## src/rtl/mem_arbiter_if.sv

```systemverilog
// rtl/mem_arbiter_if.sv - requester ports and SRAM-side bus shared by mem_arbiter and its users
interface mem_arbiter_if #(
   parameter int ADDR_WIDTH = 16,
   parameter int DATA_WIDTH = 16
);
   logic                  cpuReq;
   logic                  cpuWrite;
   logic [ADDR_WIDTH-1:0] cpuAddr;
   logic [DATA_WIDTH-1:0] cpuWData;
   logic                  cpuAck;
   logic [DATA_WIDTH-1:0] cpuRData;

   logic                  dmaReq;
   logic                  dmaWrite;
   logic [ADDR_WIDTH-1:0] dmaAddr;
   logic [DATA_WIDTH-1:0] dmaWData;
   logic                  dmaAck;
   logic [DATA_WIDTH-1:0] dmaRData;

   logic [ADDR_WIDTH-1:0] memAddr;
   logic [DATA_WIDTH-1:0] memDataOut;
   logic                  memDataOE;
   logic [DATA_WIDTH-1:0] memDataIn;
   logic                  memNotCS;
   logic                  memNotOE;
   logic                  memNotWE;
   logic                  busy;

   // The arbiter answers requests and drives the SRAM.
   modport slave (
      input  cpuReq, cpuWrite, cpuAddr, cpuWData,
      input  dmaReq, dmaWrite, dmaAddr, dmaWData,
      input  memDataIn,
      output cpuAck, cpuRData, dmaAck, dmaRData,
      output memAddr, memDataOut, memDataOE, memNotCS, memNotOE, memNotWE, busy
   );

   modport master (
      output cpuReq, cpuWrite, cpuAddr, cpuWData,
      output dmaReq, dmaWrite, dmaAddr, dmaWData,
      output memDataIn,
      input  cpuAck, cpuRData, dmaAck, dmaRData,
      input  memAddr, memDataOut, memDataOE, memNotCS, memNotOE, memNotWE, busy
   );
endinterface

```

## src/rtl/mem_arbiter.sv

```systemverilog
// rtl/mem_arbiter.sv - round-robin CPU/DMA arbiter for a single asynchronous SRAM
// Fixed SETUP / STROBE / HOLD phasing with every output taken straight from a flop.
module mem_arbiter #(
   parameter int STROBE_CYCLES = 2,
   parameter int ADDR_WIDTH    = 16,
   parameter int DATA_WIDTH    = 16
) (
   input logic          clock,
   input logic          notReset,
   mem_arbiter_if.slave bus
);
   localparam logic [3:0] IDLE   = 4'b0001;
   localparam logic [3:0] SETUP  = 4'b0010;
   localparam logic [3:0] STROBE = 4'b0100;
   localparam logic [3:0] HOLD   = 4'b1000;

   localparam logic OWNER_CPU = 1'b0;
   localparam logic OWNER_DMA = 1'b1;

   localparam logic [3:0] STROBE_LOAD = 4'(STROBE_CYCLES - 1);

   logic [3:0]            state;
   logic [3:0]            nextState;
   logic [3:0]            strobeCount;
   logic                  lastGrant;
   logic                  txOwner;
   logic                  txWrite;

   logic                  grant;
   logic                  grantOwner;
   logic                  grantWrite;
   logic [ADDR_WIDTH-1:0] grantAddr;
   logic [DATA_WIDTH-1:0] grantWData;

   logic                  nxtOwner;
   logic                  nxtWrite;
   logic                  nxtNotCS;
   logic                  nxtNotOE;
   logic                  nxtNotWE;
   logic                  nxtDataOE;
   logic                  nxtBusy;
   logic                  nxtCpuAck;
   logic                  nxtDmaAck;

   logic [ADDR_WIDTH-1:0] memAddrReg;
   logic [DATA_WIDTH-1:0] memDataOutReg;
   logic                  memDataOEReg;
   logic                  memNotCSReg;
   logic                  memNotOEReg;
   logic                  memNotWEReg;
   logic                  busyReg;
   logic                  cpuAckReg;
   logic                  dmaAckReg;
   logic [DATA_WIDTH-1:0] cpuRDataReg;
   logic [DATA_WIDTH-1:0] dmaRDataReg;

   // State register, transaction latch and registered strobes.
   always_ff @(posedge clock or negedge notReset) begin
      if (!notReset) begin
         state         <= IDLE;
         strobeCount   <= '0;
         lastGrant     <= OWNER_DMA;
         txOwner       <= OWNER_CPU;
         txWrite       <= 1'b0;
         memAddrReg    <= '0;
         memDataOutReg <= '0;
         memDataOEReg  <= 1'b0;
         memNotCSReg   <= 1'b1;
         memNotOEReg   <= 1'b1;
         memNotWEReg   <= 1'b1;
         busyReg       <= 1'b0;
         cpuAckReg     <= 1'b0;
         dmaAckReg     <= 1'b0;
         cpuRDataReg   <= '0;
         dmaRDataReg   <= '0;
      end else begin
         state        <= nextState;
         txOwner      <= nxtOwner;
         txWrite      <= nxtWrite;
         memDataOEReg <= nxtDataOE;
         memNotCSReg  <= nxtNotCS;
         memNotOEReg  <= nxtNotOE;
         memNotWEReg  <= nxtNotWE;
         busyReg      <= nxtBusy;
         cpuAckReg    <= nxtCpuAck;
         dmaAckReg    <= nxtDmaAck;

         if (grant) begin
            lastGrant     <= grantOwner;
            memAddrReg    <= grantAddr;
            memDataOutReg <= grantWData;
         end

         if (state == SETUP) begin
            strobeCount <= STROBE_LOAD;
         end else if (state == STROBE && strobeCount != '0) begin
            strobeCount <= strobeCount - 4'd1;
         end

         // Read data is taken on the edge that closes the final strobe cycle.
         if (state == STROBE && strobeCount == '0 && !txWrite) begin
            if (txOwner == OWNER_DMA) begin
               dmaRDataReg <= bus.memDataIn;
            end else begin
               cpuRDataReg <= bus.memDataIn;
            end
         end
      end
   end

   always_comb begin
      nextState  = state;
      grant      = 1'b0;
      grantOwner = OWNER_CPU;
      case (state)
         IDLE: begin
            if (bus.cpuReq || bus.dmaReq) begin
               grant     = 1'b1;
               nextState = SETUP;
               if (bus.cpuReq && bus.dmaReq) begin
                  grantOwner = ~lastGrant;
               end else begin
                  grantOwner = bus.dmaReq;
               end
            end
         end
         SETUP:   nextState = STROBE;
         STROBE:  if (strobeCount == '0) nextState = HOLD;
         HOLD:    nextState = IDLE;
         default: nextState = IDLE;
      endcase
   end

   // Outputs are computed for the state being entered, so they switch with it.
   always_comb begin
      grantWrite = (grantOwner == OWNER_DMA) ? bus.dmaWrite : bus.cpuWrite;
      grantAddr  = (grantOwner == OWNER_DMA) ? bus.dmaAddr  : bus.cpuAddr;
      grantWData = (grantOwner == OWNER_DMA) ? bus.dmaWData : bus.cpuWData;
      nxtOwner   = grant ? grantOwner : txOwner;
      nxtWrite   = grant ? grantWrite : txWrite;
      nxtBusy    = (nextState != IDLE);
      nxtNotCS   = ~nxtBusy;
      nxtNotOE   = ~((nextState == STROBE) && !nxtWrite);
      nxtNotWE   = ~((nextState == STROBE) && nxtWrite);
      nxtDataOE  = nxtBusy && nxtWrite;
      nxtCpuAck  = (nextState == HOLD) && (nxtOwner == OWNER_CPU);
      nxtDmaAck  = (nextState == HOLD) && (nxtOwner == OWNER_DMA);
   end

   assign bus.memAddr    = memAddrReg;
   assign bus.memDataOut = memDataOutReg;
   assign bus.memDataOE  = memDataOEReg;
   assign bus.memNotCS   = memNotCSReg;
   assign bus.memNotOE   = memNotOEReg;
   assign bus.memNotWE   = memNotWEReg;
   assign bus.busy       = busyReg;
   assign bus.cpuAck     = cpuAckReg;
   assign bus.dmaAck     = dmaAckReg;
   assign bus.cpuRData   = cpuRDataReg;
   assign bus.dmaRData   = dmaRDataReg;
endmodule

```

## src/flat_wrapper.sv

```systemverilog
// flat-port wrapper written by rule: the top's interface ports become plain ports
module mem_arbiter_flat 
#(
   parameter int STROBE_CYCLES = 2,
   parameter int ADDR_WIDTH    = 16,
   parameter int DATA_WIDTH    = 16
)
  (clock, notReset, bus_cpuReq, bus_cpuWrite, bus_cpuAddr, bus_cpuWData, bus_dmaReq, bus_dmaWrite, bus_dmaAddr, bus_dmaWData, bus_memDataIn, bus_cpuAck, bus_cpuRData, bus_dmaAck, bus_dmaRData, bus_memAddr, bus_memDataOut, bus_memDataOE, bus_memNotCS, bus_memNotOE, bus_memNotWE, bus_busy);
  mem_arbiter_if #(.ADDR_WIDTH(ADDR_WIDTH), .DATA_WIDTH(DATA_WIDTH)) bus_i ();
  input logic clock;
  input logic notReset;
  input wire logic [$bits(bus_i.cpuReq)-1:0] bus_cpuReq;
  input wire logic [$bits(bus_i.cpuWrite)-1:0] bus_cpuWrite;
  input wire logic [$bits(bus_i.cpuAddr)-1:0] bus_cpuAddr;
  input wire logic [$bits(bus_i.cpuWData)-1:0] bus_cpuWData;
  input wire logic [$bits(bus_i.dmaReq)-1:0] bus_dmaReq;
  input wire logic [$bits(bus_i.dmaWrite)-1:0] bus_dmaWrite;
  input wire logic [$bits(bus_i.dmaAddr)-1:0] bus_dmaAddr;
  input wire logic [$bits(bus_i.dmaWData)-1:0] bus_dmaWData;
  input wire logic [$bits(bus_i.memDataIn)-1:0] bus_memDataIn;
  output wire logic [$bits(bus_i.cpuAck)-1:0] bus_cpuAck;
  output wire logic [$bits(bus_i.cpuRData)-1:0] bus_cpuRData;
  output wire logic [$bits(bus_i.dmaAck)-1:0] bus_dmaAck;
  output wire logic [$bits(bus_i.dmaRData)-1:0] bus_dmaRData;
  output wire logic [$bits(bus_i.memAddr)-1:0] bus_memAddr;
  output wire logic [$bits(bus_i.memDataOut)-1:0] bus_memDataOut;
  output wire logic [$bits(bus_i.memDataOE)-1:0] bus_memDataOE;
  output wire logic [$bits(bus_i.memNotCS)-1:0] bus_memNotCS;
  output wire logic [$bits(bus_i.memNotOE)-1:0] bus_memNotOE;
  output wire logic [$bits(bus_i.memNotWE)-1:0] bus_memNotWE;
  output wire logic [$bits(bus_i.busy)-1:0] bus_busy;
  assign bus_i.cpuReq = bus_cpuReq;
  assign bus_i.cpuWrite = bus_cpuWrite;
  assign bus_i.cpuAddr = bus_cpuAddr;
  assign bus_i.cpuWData = bus_cpuWData;
  assign bus_i.dmaReq = bus_dmaReq;
  assign bus_i.dmaWrite = bus_dmaWrite;
  assign bus_i.dmaAddr = bus_dmaAddr;
  assign bus_i.dmaWData = bus_dmaWData;
  assign bus_i.memDataIn = bus_memDataIn;
  assign bus_cpuAck = bus_i.cpuAck;
  assign bus_cpuRData = bus_i.cpuRData;
  assign bus_dmaAck = bus_i.dmaAck;
  assign bus_dmaRData = bus_i.dmaRData;
  assign bus_memAddr = bus_i.memAddr;
  assign bus_memDataOut = bus_i.memDataOut;
  assign bus_memDataOE = bus_i.memDataOE;
  assign bus_memNotCS = bus_i.memNotCS;
  assign bus_memNotOE = bus_i.memNotOE;
  assign bus_memNotWE = bus_i.memNotWE;
  assign bus_busy = bus_i.busy;
  mem_arbiter #(.STROBE_CYCLES(STROBE_CYCLES), .ADDR_WIDTH(ADDR_WIDTH), .DATA_WIDTH(DATA_WIDTH)) u_core (.clock(clock), .notReset(notReset), .bus(bus_i));
endmodule
```

## config.mk

```make
export PLATFORM = sky130hd
export DESIGN_NAME = mem_arbiter_flat
export DESIGN_NICKNAME = d
export VERILOG_FILES = /design/src/rtl/mem_arbiter_if.sv /design/src/rtl/mem_arbiter.sv /design/src/flat_wrapper.sv
export SDC_FILE = /design/constraint.sdc
export NUM_CORES = 1
export LEC_CHECK = 0
export CORE_UTILIZATION = 31
export DETAILED_ROUTE_END_ITERATION = 10
export PLACE_DENSITY = 0.77
export SETUP_SLACK_MARGIN = 0.4
export SLEW_MARGIN = 20
export SYNTH_ARGS = -nofsm -noshare
export SYNTH_HDL_FRONTEND = slang
export SYNTH_SLANG_ARGS = --single-unit
```

## constraint.sdc

```tcl
create_clock -name clock -period 2 [get_ports clock]
set_input_delay 0.4 -clock clock [delete_from_list [all_inputs] [get_ports clock]]
set_output_delay 0.4 -clock clock [all_outputs]
set_load 0.01 [all_outputs]
```

### Signal wires on met1, run 1

(4 px per µm) Supply wires on this layer in gray.
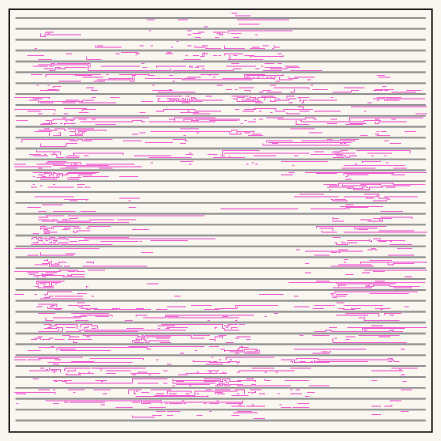
main direction: horizontal
longest straight run: 34.0 µm
share of all routed wire: 40%

### Track usage over the die, run 1

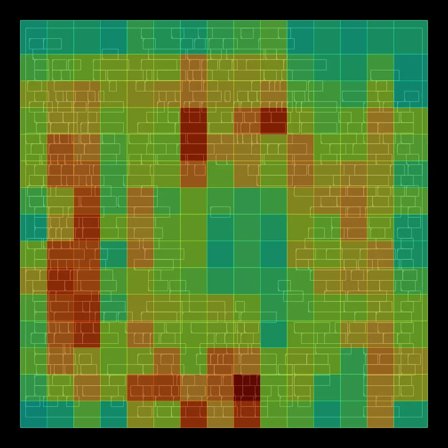
gr busiest metal: met2
gr usage total: 18.2%
Core Util, Final: 58.6%
met3 usage: 6.62%
GR Util met1: 20.4%

### Signal wires by layer, run 1

(4 px per µm) Two of the layers only.
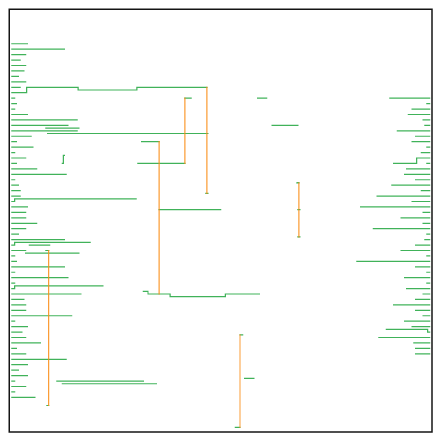
legend:
  M4:
    color: orange
    wire_length: 156 µm
  M3:
    color: green
    wire_length: 873 µm

==> impl_metrics.py, run 1 <==
# Physical implementation metrics
metrics = {
    "logic_synthesis": {
        "synth.distinct_cells": 32,
        "mux_share_pct": 12.6,
        "adder_share_pct": 0.378,
        "synthFlopType": "dfrtp_1",
        "synth_flop_count": 82,
        "ys_cells": 274,
        "syn_avg_cell_area_um2": 12.1,
        "edf_count": 0,
        "synthArstFlopShare_pct": 100,
        "syn-cell-area_mm2": 0.00331,
        "ys_seq_share_pct": 62.2,
        "synthSimpleGateAreaFrac_pct": 8.09,
        "aoi_share_pct": 13.5,
        "yosys_warnings": 0,
        "xor_area_share_pct": 0.265,
        "synth_cells": 274,
        "logic_family": "AND-OR/OR-AND gates",
        "synth_nets": 361,
        "yosys-stat-area_mm2": 0.00331,
    },
    "final_timing": {
        "tns_ns": 0,
        "period_used_pct": 95.6,
        "rsz0062_at_grt": "true",
        "finalSetupViolCount": 0,
        "slew_headroom_pct": 71.0,
        "finalClockSkew_ns": 0.0136,
        "slew_violations": 0,
        "final_hold_viol_count": 0,
        "tightest_slew_ns": 0.435,
        "max_freq_mhz": 523,
        "layout_min_cycle_time_ns": 1.91,
    },
    "cts": {
        "clk_path_buf_depth": 2,
        "clk-insertion-delay-late_ns": 0.35,
        "cts_tree": "yes",
        "cts_buffers": 9,
        "cts_sinks": 82,
        "ctsHtreeMaxLevel": 3,
        "cts.clk_slew.worst_paths_ns": 0.09,
        "cts_hold_buf": 0,
        "cts_root_buffer": "clkbuf_8",
    },
    "setup_path": {
        "slowest_delay_ns": 0.41,
        "crit_family": "simple AND/OR/NAND/NOR gates",
        "crit_slowest_cell": "dfrtp_1",
        "critPathBufInv": 2,
        "path_cells": "inv_2 -> ha_4 -> nor3b_4 -> nand2_2 -> or3_4 -> buf_12 -> mux2_4",
        "startpoint_type": "flip-flop",
        "worst-endpoint-required_ns": 2.23,
        "worst-setup-path-type": "flip-flop to flip-flop",
        "endpoint_kind": "flip-flop",
        "arrival_ns": 2.14,
        "crit_fanout": 8,
    },
    "cells_and_area": {
        "area_growth_pct": 82.7,
        "drive_gt1_share_pct": 32.8,
        "antenna_cells": 0,
        "final_design_area_no_fill_mm2": 0.00605,
        "layout_top_cells": "84 x clkdlybuf4s50_1, 75 x dfrtp_1, 71 x dlygate4sd2_1",
        "layout.nets": 552,
        "final_common_cell": "clkdlybuf4s50_1",
    },
    "drt": {
        "vias_per_cell": 4.92,
        "ant_nets": 0,
        "drcViolationCount": 0,
        "drt_iter0_drc": 99,
        "totalWireLength_um": 10400,
        "wl_per_cell_um": 17.2,
        "vias": 2984,
        "dr.pass1.iters": 6,
    },
    "die": {
        "dieArea_mm2": 0.0111,
        "die_x_um": 105,
        "core_mm2": 0.0103,
        "num_rows": 37,
        "core_util_floorplan_pct": 32.1,
        "dieHeight_um": 105,
        "io_pins": 157,
    },
    "power_and_ir_drop": {
        "pwr-share-comb_pct": 51.9,
        "switching_share_pct": 36.6,
        "power_leader": "combinational cells",
        "p_leak_nw": 2.79,
        "seqPwrFrac_pct": 33.7,
        "power_density_mw_per_mm2": 1430,
        "peakVddDrop_uv": 725,
        "seq-power_mw": 2.92,
        "pg_clk_mw": 1.24,
        "pg_comb_mw": 4.49,
        "p_int_mw": 5.49,
        "switching_power_mw": 3.17,
        "power_frac_clock_pct": 14.3,
    },
    "global_route": {
        "grt_antenna_before_repair": 0,
        "grt_pass1_vias": 3082,
        "grt-ovfl-total": 0,
        "grt_pass1_wl_um": 15400,
        "grt_max_degree": 83,
    },
    "min_path": {
        "hp-class": "input port to asynchronous set/reset pin",
    },
    "placement": {
        "place_congestion": 0.776,
        "hpwl_um": 6000,
        "place_area_mm2": 0.00514,
        "port_buffers": 156,
    },
    "run": {
        "drv_cap": 0,
        "warnings": 29,
    },
    "outcome": {
        "status": "complete, no violations",
    },
}
-- run 1: sequential cells by signal (all words and copies together) (netlist names), 4 cells and up --
name	cells
u_core.bus.memDataOut	16
u_core.strobeCount	4
u_core.bus.dmaRData	16
u_core.bus.memAddr	16
u_core.state	4
u_core.bus.cpuRData	16
-- run 1: synthesized netlist by cell type, types with 2 or more instances --
| library cell | n | area share (%) |
|---|---|---|
| dfrtp_1 | 77 | 58 |
| nand2_1 | 40 | 4.5 |
| o22ai_1 | 33 | 6.2 |
| o21ai_0 | 26 | 3.9 |
| mux2_2 | 22 | 7.5 |
| clkbuf_1 | 11 | 1.2 |
| mux2_4 | 10 | 4.5 |
| o21ai_1 | 8 | 1.2 |
| inv_1 | 6 | 0.68 |
| buf_2 | 5 | 0.76 |
| dfstp_2 | 5 | 4.0 |
| nor2_1 | 5 | 0.57 |
| a21o_1 | 3 | 0.68 |
| a21oi_1 | 2 | 0.30 |
| and2_1 | 2 | 0.38 |
| mux2i_1 | 2 | 0.60 |
| nand2b_1 | 2 | 0.38 |
-- run 1: worst paths after layout --
| path | start | end | slack, ns | depth (start not counted) |
|---|---|---|---|---|
| setup / recovery | u_core.strobeCount[1]$_DFFE_PN0P_ | u_core.bus.cpuRData[5]$_DFFE_PN0P_ | 0.09 | 7 |
| hold / removal | notReset | u_core.bus.cpuRData[2]$_DFFE_PN0P_ | 0.07 | 2 |
| setup reg to reg | u_core.strobeCount[1]$_DFFE_PN0P_ | u_core.bus.cpuRData[5]$_DFFE_PN0P_ | 0.09 | 7 |
| hold reg to reg | u_core.bus.memAddr[5]$_DFFE_PN0P_ | u_core.bus.memAddr[5]$_DFFE_PN0P_ | 0.49 | 2 |
| max in group asynchronous | notReset | u_core.lastGrant$_DFFE_PN1P_ | 1.58 | 2 |
| min in group clock | u_core.bus.memAddr[5]$_DFFE_PN0P_ | u_core.bus.memAddr[5]$_DFFE_PN0P_ | 0.49 | 2 |
-- run 1: stage by stage --
| step | instances | util [%] | hold slack (ns) | power [mW] | setup WS (ns) |
|---|---|---|---|---|---|
| 6_report | 606 | 58.6 | 0.0665 | 8.65 | 0.0871 |
| 5_1_grt | 606 | 58.6 | 0.0925 | 9.15 | 0.0404 |
| 4_1_cts | 594 | 54.6 | 0.0742 | 7.78 | 0.0608 |
| 3_5_place_dp | 559 | 49.8 | 0.463 | 6.27 | -0.00733 |
| 3_3_place_gp | 559 | 49.8 | 0.460 | 6.16 | 0.0614 |
| 2_1_floorplan | 274 | - | 0.104 | 4.35 | 0.103 |
-- run 1: metal layers --
metal  share of wire (%)  up-vias  wire (µm)  GRT usage [%]
li1                    -     1366          -              -
met1                  40     1454       4130           20.4
met2                  50      150       5230           31.8
met3                 8.4       14        873           6.62
met4                 1.5        0        156           6.14
met5                   0        -          0              0
-- run 1: what timing repair did --
action,4_1_cts,5_1_grt
pin swaps,3,49
resized,92,88
cloned,8,4
setup endpoints to repair,116,74
buffers inserted,11,8
-- run 1: final cells by class --
type / count / area [µm²]
multi-input combinational: 169 / 1450
inverter: 6 / 22.5
timing repair buffer: 197 / 2140
tap: 136 / 170
clock buffer: 9 / 124
fill: 866 / 4280
sequential: 82 / 2060
clock inverter: 7 / 83.8
==> run 2, diff against run 1 <==
--- a/config.mk
+++ b/config.mk
@@ -9,4 +9,5 @@
 export DETAILED_ROUTE_END_ITERATION = 10
 export PLACE_DENSITY = 0.77
+export RECOVER_POWER = 50
 export SETUP_SLACK_MARGIN = 0.4
 export SLEW_MARGIN = 20
==> constraint.sdc (replaced) <==
create_clock -name clock -period 2 [get_ports clock]
set_input_delay 0.2 -clock clock [delete_from_list [all_inputs] [get_ports clock]]
set_output_delay 0.2 -clock clock [all_outputs]
set_load 0.01 [all_outputs]
==> run 2 against run 1 <==
  * Design area down 6.4%
  * Largest power group unchanged
  * Worst hold slack better by 0.40 ns
  * Total power down 8.3%
  * Routed wire length down 9.3%
==> impl_metrics.py, run 2 <==
# Physical implementation metrics
metrics = {
    "power_and_ir_drop": {
        "p_leak_nw": 2.46,
        "power_density_mw_per_mm2": 1400,
        "p_int_mw": 5.32,
        "power_frac_clock_pct": 18.8,
        "seqPwrFrac_pct": 35.8,
        "switching_power_mw": 2.62,
        "peakVddDrop_uv": 580,
    },
    "cells_and_area": {
        "comb_area_mm2": 0.00121,
        "flop_area_mm2": 0.00206,
        "area_growth_pct": 71.1,
        "stdcell_count": 597,
        "layout_top_cells": "127 x clkdlybuf4s50_1, 76 x dfrtp_1, 39 x nand2_1",
    },
    "final_timing": {
        "period_used_pct": 98.0,
        "max_freq_mhz": 510,
        "slew_violations": 0,
        "slew_headroom_pct": 13.9,
        "finalSetupViolCount": 0,
        "finalClockSkew_ns": 0.0143,
        "tns_ns": 0,
        "layout_min_cycle_time_ns": 1.96,
        "tightest_slew_ns": 1.29,
    },
    "cts": {
        "cts_tree": "yes",
        "cts.clk_slew.worst_paths_ns": 0.09,
        "clk-insertion-delay-late_ns": 0.35,
        "cts_buffers": 9,
        "ctsHtreeMaxLevel": 3,
        "cts_sinks": 82,
        "cts_root_buffer": "clkbuf_8",
    },
    "logic_synthesis": {
        "synthSimpleGateAreaFrac_pct": 8.09,
        "mux_share_pct": 12.6,
        "xor_area_share_pct": 0.265,
        "top_area_share_pct": 58.2,
        "syn-cell-area_mm2": 0.00331,
        "syn_avg_cell_area_um2": 12.1,
        "synth_nets": 361,
        "common_cells": "77 x dfrtp_1, 40 x nand2_1, 33 x o22ai_1",
        "yosys-stat-area_mm2": 0.00331,
        "yosysMostFrequentCell": "dfrtp_1",
        "logic_family": "AND-OR/OR-AND gates",
        "topCellsByArea": "dfrtp_1 58%, mux2_2 7.5%, o22ai_1 6.2%",
        "synthArstFlopShare_pct": 100,
        "yosys_warnings": 0,
        "ys_cells": 274,
        "ys_seq_share_pct": 62.2,
        "aoi_share_pct": 13.5,
        "synth_flop_count": 82,
        "synth_cells": 274,
    },
    "setup_path": {
        "arrival_ns": 2.20,
        "startpoint_type": "flip-flop",
        "crit_fanout": 3,
        "endpoint_kind": "flip-flop",
        "worst-endpoint-required_ns": 2.24,
    },
    "placement": {
        "place_inst": 559,
        "place_congestion": 0.775,
    },
    "drt": {
        "wl_per_cell_um": 15.8,
        "vias_per_cell": 4.75,
        "totalWireLength_um": 9430,
        "drt_iter0_drc": 42,
        "dr.pass1.iters": 4,
        "ant_nets": 0,
    },
    "die": {
        "die_x_um": 105,
        "io_pins": 157,
        "core_util_floorplan_pct": 32.1,
        "dieArea_mm2": 0.0111,
        "dieHeight_um": 105,
        "num_rows": 37,
    },
    "global_route": {
        "grtUsageTotal_pct": 16.6,
        "grt_pass1_wl_um": 14200,
        "grt-ovfl-total": 0,
        "grt_max_degree": 52,
        "grt_pass1_vias": 2857,
    },
    "outcome": {
        "status": "complete, no violations",
    },
}
## run 2: cell count changes in the layout (fill, tap and decap cells not counted), sizes merged, moves of 2 or more
cell	before	now
buf	38	28
bufinv	1	3
clkdlybuf4s50	84	127
dlygate4sd2	71	3
dlygate4sd3	0	26
inv	10	7
## run 2: cell type report
cell class / count / share of cell area, %
sequential: 82 / 36.4
timing repair buffer: 188 / 34.4
multi-input combinational: 169 / 21.4
tap: 136 / 3.00
clock buffer: 10 / 2.43
clock inverter: 6 / 1.99
inverter: 6 / 0.442
## run 2: critical path: stages, from the launching register on
cell	delay [ns]
dfrtp_1	0.40
inv_2	0.07
ha_4	0.16
nor3b_4	0.15
buf_4	0.14
buf_6	0.11
nand2b_4	0.15
or4_4	0.54
mux2i_1	0.13
## run 2: through the flow
step	utilization (%)	cell area, µm²	power, mW	setup WS (ns)	hold slack (ns)
after floorplan	-	3350	4.35	0.103	-0.0956
after global placement	49.6	5120	6.13	0.137	0.272
after detailed placement	49.6	5120	6.25	0.0327	0.285
after CTS	53.2	5500	7.82	0.119	0.447
after global routing	54.9	5660	8.43	0.0101	0.455
final	54.9	5660	7.93	0.0396	0.469
## run 2: path summary, 6_finish.rpt
kind	start	to	slack, ns	cells past startpoint
min in group asynchronous	notReset	u_core.bus.dmaRData[2]$_DFFE_PN0P_	0.66	2
hold reg to reg	u_core.bus.memAddr[5]$_DFFE_PN0P_	u_core.bus.memAddr[5]$_DFFE_PN0P_	0.48	2
hold / removal	bus_cpuAddr[11]	u_core.bus.memAddr[11]$_DFFE_PN0P_	0.47	3
max in group asynchronous	notReset	u_core.state[1]$_DFF_PN0_	0.46	2
setup reg to reg	u_core.strobeCount[1]$_DFFE_PN0P_	u_core.strobeCount[3]$_DFFE_PN0P_	0.04	8
setup / recovery	u_core.strobeCount[1]$_DFFE_PN0P_	u_core.strobeCount[3]$_DFFE_PN0P_	0.04	8
## run 2: repair_timing
item | in CTS | in global routing
gates resized | 12 | 30
endpoints found under the hold margin | 45 | 0
gates cloned | 1 | 2
setup endpoints to repair | 59 | 70
pin swaps | 0 | 4
setup buffers | 9 | 9
hold buffers | 1 | 0
## run 2: cell families (layout without fill, tap and decap cells)
logic type	count (synthesis)	count (layout)
mux	34	34
fa+ha+maj	1	1
xor+xnor	1	1
flops	82	82
buf+inv	23	210
compound gates	76	76
simple gates	57	57
## run 2: power groups by stage
stage          Sequential, mW  Clock (mW)  Combinational, mW
2_1_floorplan            3.12           0               1.23
5_1_grt                  2.93        1.61               3.88
3_3_place_gp             2.84           0               3.29
4_1_cts                  2.86        1.53               3.43
6_report                 2.84        1.49               3.60
3_5_place_dp             2.88           0               3.36
## run 2: per-layer routing
metal,track usage (%),share of wire (%)
met2,27.7,49
met3,6.00,8.4
met5,0,0
met1,19.7,41
met4,5.73,1.1
### Signal wires on met1, run 2

(4 px per µm) Supply wires on this layer in gray.
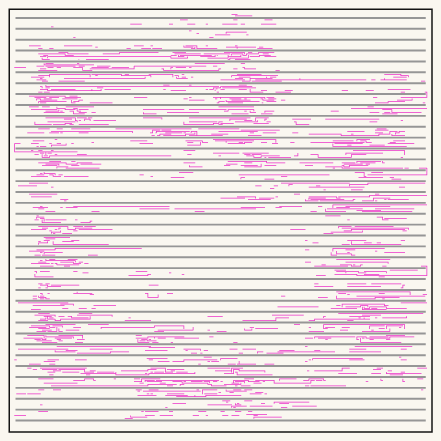
nets with wire on the layer: 434
share of all routed wire: 41%

==> run 3, diff against run 2 <==
REMOVE_ABC_BUFFERS = 1   (was not set)
==> run 3 against run 2 <==
  * Clock-buffer cell count grew 2
  * Critical endpoint is now u_core.bus.cpuRData[14]$_DFFE_PN0P_
  * Die area is the same
  * Sequential share of layout area grew 1.5 points
  * Sequential power hardly changed
  * Clock power fell by 19%
  * Combinational power fell by 6.1%
==> impl_metrics.py, run 3 <==
# Physical implementation metrics
metrics = {
    "global_route": {
        "grt_pass1_wl_um": 13900,
        "grt_pass1_vias": 2930,
        "grt-ovfl-total": 0,
        "grt_max_degree": 67,
        "grt_antenna_before_repair": 0,
        "grtUsageTotal_pct": 16.0,
    },
    "setup_path": {
        "endpoint_kind": "flip-flop",
        "reg2reg_slack_ns": 0.11,
        "slowest_delay_ns": 0.39,
        "worst-endpoint-required_ns": 2.22,
        "reg2reg_from": "u_core.strobeCount[0]$_DFFE_PN0P_",
        "reg2reg_depth": 7,
        "crit_slowest_cell": "dfrtp_1",
        "r2r-end": "u_core.bus.cpuRData[14]$_DFFE_PN0P_",
        "crit_fanout": 16,
        "path_cells": "inv_1 -> ha_4 -> nor3b_4 -> nand2_1 -> or3_4 -> buf_12 -> mux2_4",
        "arrival_ns": 2.11,
        "worst-setup-path-type": "flip-flop to flip-flop",
        "startpoint_type": "flip-flop",
    },
    "logic_synthesis": {
        "ys_seq_share_pct": 62.2,
        "edf_count": 0,
        "synthFlopType": "dfrtp_1",
        "yosys-stat-area_mm2": 0.00331,
        "topCellsByArea": "dfrtp_1 58%, mux2_2 7.5%, o22ai_1 6.2%",
        "common_cells": "77 x dfrtp_1, 40 x nand2_1, 33 x o22ai_1",
        "synthArstFlopShare_pct": 100,
        "synth_cells": 274,
        "yosys_warnings": 0,
        "yosysMostFrequentCell": "dfrtp_1",
        "ys_cells": 274,
        "top_area_share_pct": 58.2,
        "syn_avg_cell_area_um2": 12.1,
        "synth_flop_count": 82,
        "syn-cell-area_mm2": 0.00331,
        "synth.distinct_cells": 32,
        "yosysTopAreaCell": "dfrtp_1",
    },
    "outcome": {
        "status": "complete, no violations",
    },
    "placement": {
        "port_buffers": 156,
        "hpwl_um": 6160,
        "place_inst": 558,
        "place_congestion": 0.772,
    },
    "drt": {
        "ant_nets": 0,
        "dr.pass1.iters": 4,
        "drcViolationCount": 0,
        "vias_per_cell": 4.70,
        "totalWireLength_um": 8420,
        "drt_iter0_drc": 71,
        "wl_per_cell_um": 14.4,
        "vias": 2750,
    },
    "cells_and_area": {
        "stdcell_count": 585,
        "drive_gt1_share_pct": 18.5,
        "layout.nets": 531,
        "final_common_cell": "clkdlybuf4s50_1",
        "antenna_cells": 0,
        "final_util_pct": 52.7,
        "layout_top_cells": "122 x clkdlybuf4s50_1, 77 x dfrtp_1, 39 x nand2_1",
        "area_growth_pct": 64.3,
        "fillers": 886,
    },
    "run": {
        "warnings": 27,
        "drv_cap": 0,
    },
    "power_and_ir_drop": {
        "power_mw": 7.42,
        "peakVddDrop_uv": 540,
        "power_density_mw_per_mm2": 1360,
        "p_leak_nw": 2.36,
    },
    "final_timing": {
        "tightest_slew_ns": 1.06,
        "rsz0062_at_grt": "true",
        "period_used_pct": 94.4,
        "layout_min_cycle_time_ns": 1.89,
        "slew_headroom_pct": 29.2,
        "finalClockSkew_ns": 0.00389,
        "finalSetupViolCount": 0,
        "final_hold_viol_count": 0,
        "tns_ns": 0,
        "max_freq_mhz": 530,
        "slew_violations": 0,
    },
    "die": {
        "dieArea_mm2": 0.0111,
        "die_x_um": 105,
        "num_rows": 37,
        "core_mm2": 0.0103,
        "io_pins": 157,
        "core_util_floorplan_pct": 32.1,
        "dieHeight_um": 105,
    },
    "cts": {
        "post_cts_buffers": 6,
        "clk-insertion-delay-late_ns": 0.34,
        "ctsHtreeMaxLevel": 3,
        "cts_sinks": 82,
        "postCtsResizedCells": 14,
        "cts_hold_buf": 1,
        "cts_tree": "yes",
        "clk_path_buf_depth": 2,
        "cts_root_buffer": "clkbuf_8",
        "cts_buffers": 9,
        "cts.clk_slew.worst_paths_ns": 0.08,
    },
    "min_path": {
        "worstHoldPathCells": 3,
        "hp-class": "input port to flip-flop",
        "worstHoldEndpoint": "u_core.bus.memAddr[13]$_DFFE_PN0P_",
        "hold_start": "bus_cpuAddr[13]",
    },
}
[run 3: cell types whose count changed in the layout (fill, tap and decap cells not counted), moves of 2 or more]
cell             previous run  this run
o21ai_0                    20        26
dlygate4sd3_1              26        31
o21ai_1                    13         7
inv_1                       3         5
clkbuf_16                   2         0
clkinvlp_4                  0         2
clkdlybuf4s50_1           127       122
bufinv_16                   3         1
buf_4                      10        13
buf_6                      11         2
nor2_1                      3         5
[run 3: cells by family after synthesis]
group,count (synthesis),synth area share [%]
AOI/OAI and AO/OA,76,13.5
xor gates and xnor gates,1,0.265
adders and majority gates,1,0.378
buffers and inverters,23,3.02
DFF,82,62.2
muxes,34,12.6
and+or+nand+nor,57,8.09
[run 3: final cells by class]
class | instances | area (µm²) | share of cell area [%]
flip-flops and latches | 82 | 2060 | 37.8
repair buffers | 176 | 1760 | 32.4
multi-input cells | 169 | 1220 | 22.4
well taps | 136 | 170 | 3.13
clock buffers | 12 | 155 | 2.85
clock inverters | 4 | 50.0 | 0.920
inverters | 6 | 22.5 | 0.414
[run 3: critical path: cells and delay by family, from the launching register on]
family	cells	cell delay (ns)
adder cells (fa/ha/maj)	1	0.16
buffers and inverters	2	0.31
flip-flops	1	0.39
multiplexers	1	0.30
AND/OR/NAND/NOR	3	0.61
[run 3: how the worst max path moves through the flow]
stage	start	end	slack (ns)	depth (start not counted)
6_report	u_core.strobeCount[0]$_DFFE_PN0P_	u_core.bus.cpuRData[14]$_DFFE_PN0P_	0.11	7
4_1_cts	u_core.strobeCount[0]$_DFFE_PN0P_	u_core.bus.cpuRData[5]$_DFFE_PN0P_	0.19	7
5_1_grt	u_core.strobeCount[0]$_DFFE_PN0P_	u_core.bus.cpuRData[7]$_DFFE_PN0P_	0.07	7
3_5_place_dp	u_core.strobeCount[0]$_DFFE_PN0P_	u_core.bus.cpuRData[10]$_DFFE_PN0P_	0.03	7
3_3_place_gp	u_core.strobeCount[0]$_DFFE_PN0P_	u_core.bus.cpuRData[12]$_DFFE_PN0P_	0.1	7
2_1_floorplan	bus_dmaReq	u_core.bus.busy$_DFF_PN0_	-0.83	4
[run 3: where the power goes]
| group | internal (mW) | switching, mW |
|---|---|---|
| registers | 2.41 | 0.415 |
| clock network | 0.644 | 0.566 |
| logic | 1.91 | 1.47 |
[run 3: per-layer routing]
| layer | vias up | share of wire, % | global-route usage, % |
|---|---|---|---|
| li1 | 1312 | - | - |
| met5 | - | 0 | 0 |
| met3 | 14 | 8.4 | 5.07 |
| met2 | 134 | 46 | 25.8 |
| met4 | 0 | 2.0 | 8.15 |
| met1 | 1290 | 43 | 19.0 |
[run 3: through the flow]
| stage | setup WS [ns] | area [µm²] | hold WS [ns] |
|---|---|---|---|
| after floorplan | -0.834 | 3230 | -0.0956 |
| after global placement | 0.0998 | 5090 | 0.208 |
| after detailed placement | 0.0258 | 5090 | 0.218 |
| after CTS | 0.192 | 5390 | 0.382 |
| after global routing | 0.0671 | 5440 | 0.481 |
| final | 0.113 | 5440 | 0.471 |
### Layout detail, run 3

Window x 38 to 68, y 59 to 89 µm. Cells in gray, sequential cells in the stronger gray; small squares are vias.
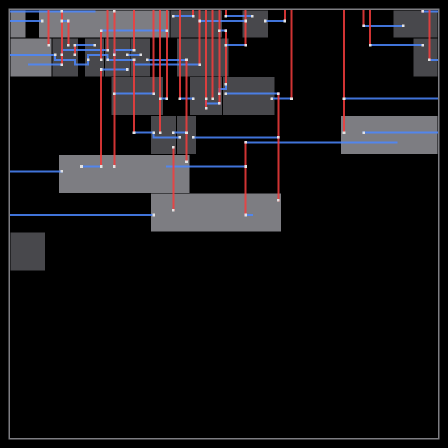
legend:
  M1:
    color: blue
  M2:
    color: red
cells with their middle in the window: 17
sequential cells in the window: 4
netlist names of flops here include: u_core.bus.memAddr (2)
most frequent: o21ai_0 (4), dfrtp_1 (4)

Power is estimated from default activity; no workload was simulated.
